--- src/rtl/msg_stream_arbiter.sv ---
`timescale 1ns/1ps
// msg_stream_arbiter
// Round-robin, packet-granular arbiter that merges NUM_SRC 64-bit Avalon-ST
// feeds into the single input of a msg_extractor_fsm. A source is held from
// startofpacket to endofpacket so headers and payload never interleave.
// Beats leave through a registered output stage; out_channel names the owner.
// Optional feature: define PKT_TIMEOUT_EN to add a stall watchdog that closes
// a packet with an error beat when the granted source goes quiet.
module msg_stream_arbiter #(
  parameter int NUM_SRC = 4,
  parameter int CH_W    = 2,
  parameter int TO_W    = 8
) (
  input  logic                  clk,
  input  logic                  reset_n,
  input  logic [NUM_SRC-1:0]    in_valid,
  input  logic [64*NUM_SRC-1:0] in_data,
  input  logic [NUM_SRC-1:0]    in_startofpacket,
  input  logic [NUM_SRC-1:0]    in_endofpacket,
  input  logic [3*NUM_SRC-1:0]  in_empty,
  input  logic [NUM_SRC-1:0]    in_error,
  output logic [NUM_SRC-1:0]    in_ready,
  output logic                  out_valid,
  output logic [63:0]           out_data,
  output logic                  out_startofpacket,
  output logic                  out_endofpacket,
  output logic [2:0]            out_empty,
  output logic                  out_error,
  output logic [CH_W-1:0]       out_channel,
  input  logic                  out_ready
);

  // Reject configurations the channel index or watchdog cannot represent.
  if (NUM_SRC < 2 || NUM_SRC > 8 || (1 << CH_W) < NUM_SRC || TO_W < 1) begin : g_bad_params
    $error("msg_stream_arbiter: illegal NUM_SRC/CH_W/TO_W combination");
  end

  typedef enum logic {
    IDLE = 1'b0,
    BUSY = 1'b1
  } state_t;

  state_t          state_q, state_d;
  logic [CH_W-1:0] grant_q, grant_d;
  logic [CH_W-1:0] rr_ptr_q, rr_ptr_d;

  logic               ld;
  logic               accept;
  logic [NUM_SRC-1:0] req;
  logic               any_req;
  logic [CH_W-1:0]    winner;

  // Fields of the granted source's current beat.
  logic        g_valid;
  logic [63:0] g_data;
  logic        g_sop;
  logic        g_eop;
  logic [2:0]  g_empty;
  logic        g_error;

  // Beat to be captured by the output register.
  logic        beat_load;
  logic [63:0] nxt_data;
  logic        nxt_sop;
  logic        nxt_eop;
  logic [2:0]  nxt_empty;
  logic        nxt_error;

  // Round-robin successor; wraps by comparison so NUM_SRC need not be 2**CH_W.
  function automatic logic [CH_W-1:0] next_ptr(input logic [CH_W-1:0] cur);
    if (cur == CH_W'(NUM_SRC - 1)) return '0;
    return cur + CH_W'(1);
  endfunction

  assign ld      = out_ready | ~out_valid;
  assign req     = in_valid & in_startofpacket;
  assign accept  = (state_q == BUSY) & g_valid & ld;

  // Pick the first requester at or above rr_ptr, else the lowest one below it.
  always_comb begin : rr_pick
    // NOTE: every combinational output gets a default before any branch so
    // no path leaves it unassigned, which would otherwise infer a latch.
    winner  = '0;
    any_req = 1'b0;
    for (int i = 0; i < NUM_SRC; i++) begin
      if (!any_req && req[i] && (CH_W'(i) >= rr_ptr_q)) begin
        any_req = 1'b1;
        winner  = CH_W'(i);
      end
    end
    // Any request left unclaimed is below rr_ptr: this is the wrap-around.
    for (int i = 0; i < NUM_SRC; i++) begin
      if (!any_req && req[i]) begin
        any_req = 1'b1;
        winner  = CH_W'(i);
      end
    end
  end

  // Select the granted source's beat fields.
  always_comb begin : grant_mux
    g_valid = 1'b0;
    g_data  = '0;
    g_sop   = 1'b0;
    g_eop   = 1'b0;
    g_empty = '0;
    g_error = 1'b0;
    for (int i = 0; i < NUM_SRC; i++) begin
      if (grant_q == CH_W'(i)) begin
        g_valid = in_valid[i];
        g_data  = in_data[64*i +: 64];
        g_sop   = in_startofpacket[i];
        g_eop   = in_endofpacket[i];
        g_empty = in_empty[3*i +: 3];
        g_error = in_error[i];
      end
    end
  end

`ifdef PKT_TIMEOUT_EN
  logic [TO_W-1:0] to_cnt_q;
  logic            to_fire;

  // Granted source idle long enough with the output free: close the packet.
  assign to_fire = (state_q == BUSY) & ~g_valid & ld & (to_cnt_q == '1);

  // Stall watchdog: counts idle cycles of the granted source while BUSY.
  always_ff @(posedge clk or negedge reset_n) begin
    if (!reset_n) begin
      to_cnt_q <= '0;
    end else if (state_q != BUSY || accept || to_fire) begin
      to_cnt_q <= '0;
    end else if (!g_valid && ld) begin
      to_cnt_q <= to_cnt_q + TO_W'(1);
    end
  end
`endif

  // FSM next state, per-source ready and the beat offered to the output stage.
  always_comb begin : fsm_next
    state_d   = state_q;
    grant_d   = grant_q;
    rr_ptr_d  = rr_ptr_q;
    in_ready  = '0;
    beat_load = 1'b0;
    nxt_data  = g_data;
    nxt_sop   = g_sop;
    nxt_eop   = g_eop;
    nxt_empty = g_empty;
    nxt_error = g_error;
    case (state_q)
      IDLE: begin
        // Beats without SOP cannot start a packet; drain them so they never
        // block a feed. Requesters wait a cycle for the grant to register.
        in_ready = in_valid & ~in_startofpacket;
        if (any_req) begin
          grant_d = winner;
          state_d = BUSY;
        end
      end
      BUSY: begin
        for (int i = 0; i < NUM_SRC; i++) begin
          if (grant_q == CH_W'(i)) in_ready[i] = ld;
        end
        if (accept) begin
          beat_load = 1'b1;
          if (g_eop) begin
            state_d  = IDLE;
            rr_ptr_d = next_ptr(grant_q);
          end
        end
`ifdef PKT_TIMEOUT_EN
        else if (to_fire) begin
          beat_load = 1'b1;
          nxt_data  = '0;
          nxt_sop   = 1'b0;
          nxt_eop   = 1'b1;
          nxt_empty = '0;
          nxt_error = 1'b1;
          state_d   = IDLE;
          rr_ptr_d  = next_ptr(grant_q);
        end
`endif
      end
      default: state_d = IDLE;
    endcase
  end

  // State, grant and round-robin pointer registers.
  always_ff @(posedge clk or negedge reset_n) begin
    // NOTE: sequential state uses non-blocking assignments so every register
    // samples pre-edge values regardless of process evaluation order.
    if (!reset_n) begin
      state_q  <= IDLE;
      grant_q  <= '0;
      rr_ptr_q <= '0;
    end else begin
      state_q  <= state_d;
      grant_q  <= grant_d;
      rr_ptr_q <= rr_ptr_d;
    end
  end

  // Output register: loads when empty or draining, holds while stalled.
  always_ff @(posedge clk or negedge reset_n) begin
    if (!reset_n) begin
      out_valid         <= 1'b0;
      out_data          <= '0;
      out_startofpacket <= 1'b0;
      out_endofpacket   <= 1'b0;
      out_empty         <= '0;
      out_error         <= 1'b0;
      out_channel       <= '0;
    end else if (ld) begin
      out_valid <= beat_load;
      if (beat_load) begin
        out_data          <= nxt_data;
        out_startofpacket <= nxt_sop;
        out_endofpacket   <= nxt_eop;
        out_empty         <= nxt_empty;
        out_error         <= nxt_error;
        out_channel       <= grant_q;
      end
    end
  end

endmodule

--- config.mk ---
export PLATFORM = sky130hd
export DESIGN_NAME = msg_stream_arbiter
export DESIGN_NICKNAME = d
export VERILOG_FILES = /design/src/rtl/msg_stream_arbiter.sv
export SDC_FILE = /design/constraint.sdc
export NUM_CORES = 1
export LEC_CHECK = 0
export CAP_MARGIN = 20
export CORE_AREA = 2 2 142 144
export CTS_BUF_LIST = sky130_fd_sc_hd__clkbuf_4 sky130_fd_sc_hd__clkbuf_8 sky130_fd_sc_hd__clkbuf_16
export DETAILED_ROUTE_END_ITERATION = 8
export DIE_AREA = 0 0 144 146
export HOLD_SLACK_MARGIN = 0.02
export PLACE_DENSITY = 0.66
export SETUP_SLACK_MARGIN = 0.15
export SYNTH_ARGS = -nofsm -noshare
export SYNTH_HDL_FRONTEND = slang
export SYNTH_SLANG_ARGS = --single-unit
export TNS_END_PERCENT = 20
--- constraint.sdc ---
create_clock -name clk -period 4.3 [get_ports clk]
set_input_delay 0.645 -clock clk [delete_from_list [all_inputs] [get_ports clk]]
set_output_delay 0.645 -clock clk [all_outputs]
set_load 0.05 [all_outputs]
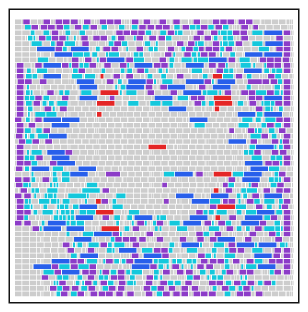
(images/placement_by_type.png)
Scale: 2 px per um. Fill, decap, tap and diode cells in grey.
| class | colour | cells | share of their area |
|---|---|---|---|
| remaining buffers and delay cells | purple | 372 | 40% |
| combinational and other logic | cyan | 405 | 36% |
| clock drivers and dummy loads | red | 16 | 3.0% |
| sequential cells | blue | 78 | 21% |

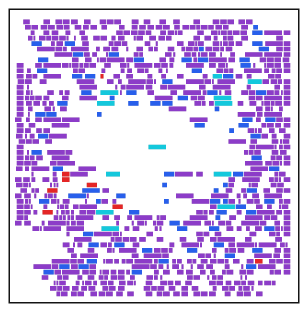
(images/sizes.png)
Scale: 2 px per um.
| size | colour | cells |
|---|---|---|
| _2 cells | red | 8 |
| _6 and larger | cyan | 12 |
| _3 and _4 cells | blue | 85 |
| _0 and _1 cells | purple | 766 |

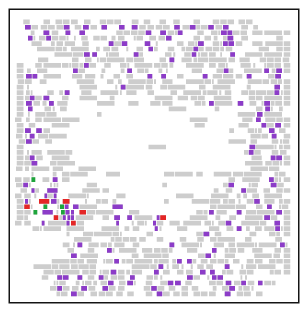
(images/logic_types.png)
Scale: 2 px per um.
| family | colour | cells | most used |
|---|---|---|---|
| non-inverting ao/oa cells | red | 7 | a22o_1 |
| aoi and oai cells | purple | 157 | o31ai_1 |
| and/or cells | green | 5 | and2_1 |

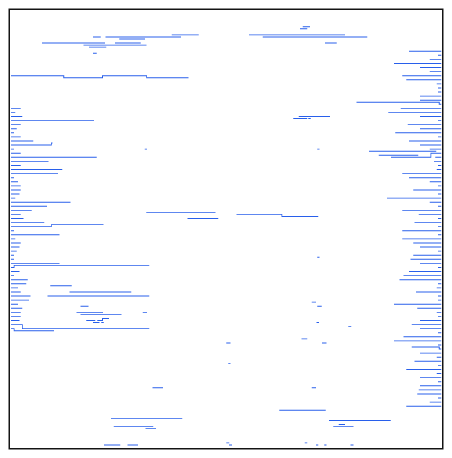
(images/layer_met3.png)
Scale: 3 px per um.
longest straight run: 44.9 um
main direction: horizontal
nets with wire on the layer: 182

==> impl_metrics.yaml <==
# physical design summary
drt:
  antenna_left: 0
  wl_met3_mm: 1.58
  routed.top_layer: "met4"
  routed_via_density: 4.94
  met2_length_mm: 10.2
  first_iter_violations: 215
power_and_ir_drop:
  p_sw_mw: 3.65
  p_clk_uw: 726
  ir_drop_mv: 0.525
  internal-power_mw: 4.11
  p_per_area_mw_per_mm2: 811
  sequentialPower_mw: 1.35
  comb-power_mw: 5.69
  maxPowerGroup: "combinational cells"
  swShare_pct: 47.1
placement:
  dpl.cell_count: 1119
  gp_congestion: 0.849
  place_ws_ns: 1.00
die:
  die_area_mm2: 0.0210
  rows: 51
  io_pins: 364
cells_and_area:
  final_cell_mix: "362 x clkdlybuf4s50_1, 78 x dfrtp_1, 77 x nand2_1"
  combGateArea_mm2: 0.00327
  sh_seq_area_pct: 20.4
  buffer_area_share_pct: 38.9
  fill_cells: 1814
  fin_util_pct: 49.5
  buffers: 372
  logic_gates: 399
  area_growth_pct: 71.2
  clock_cell_area_share_pct: 2.94
  nets: 1157
  regMostFlops: "out_data"
  sh_comb_area_pct: 34.1
  area_dominant_class: "non-clock buffers"
  final_area_mm2: 0.00958
  layout.cells.non_filler: 1136
  layout_top_cell: "clkdlybuf4s50_1"
worst_setup_path:
  endpoint: "in_ready[1]"
  critical-path-max-stage-delay_ns: 0.83
  slowest_stage: "clkdlybuf4s50_1"
  r2r_slack_ns: 1.01
  start_kind: "flip-flop"
  worstPathArrival_ns: 2.93
  worst-path-stages: 6
  critical_path_class: "reg -> out"
  crit_required_ns: 3.65
  r2r_end: "out_data[28]"
  worstSetupEndpointType: "output pin"
  worst-path-buf-inv: 3
  cp-startpoint: "grant_q[1]"
yosys:
  async_flop_share_pct: 100
  area_leaders: "dfrtp_1 35%, mux2_4 18%, a221oi_1 11%"
  ys.flops: 78
  yosysSeqAreaShare_pct: 34.9
  compound_area_share_pct: 23.4
  fp_nets: 832
  synth_area_per_cell_um2: 10.3
  xor_area_share_pct: 0
  top_logic_kind: "AND-OR/OR-AND gates"
  ys_sh_mux_pct: 19.1
  yosysUniqueCellTypes: 36
  ys_cells: 541
  common_cells: "78 x dfrtp_1, 77 x nand2_1, 69 x nor2b_1, 69 x o31ai_1"
  most_common_cell: "dfrtp_1"
  synth_top_area_share_pct: 34.9
clock_network:
  cts_root_buf: "clkbuf_16"
  post_cts_resized: 0
  path_clk_slew_ns: 0.06
  cts_sinks: 78
  cts-hold-fix-buffers: 0
  htreeDepth: 3
  clk_latency_ns: 0.33
sta:
  post-route-period-util_pct: 83.3
  relSlewSlack_pct: 24.3
  drv_slew: 0
  rsz0062_at_grt: "no"
  final-hold-violation-count: 0
  max_freq_mhz: 279
  finClkSkew_ns: 0.00714
  layout_setup_ws_ns: 0.720
global_route:
  track_usage_pct: 19.5
  antenna_found_initial: 0
  grt_pass1_wl_mm: 32.0
  globalRoute.busiestLayer: "met2"
  grt_remaining_overflow: 0
  met2_usage_pct: 32.5
worst_hold_path:
  hp-class: "in -> async"
outcome:
  status: "completed"
flow_run:
  warnings: 29
  drv_cap: 0
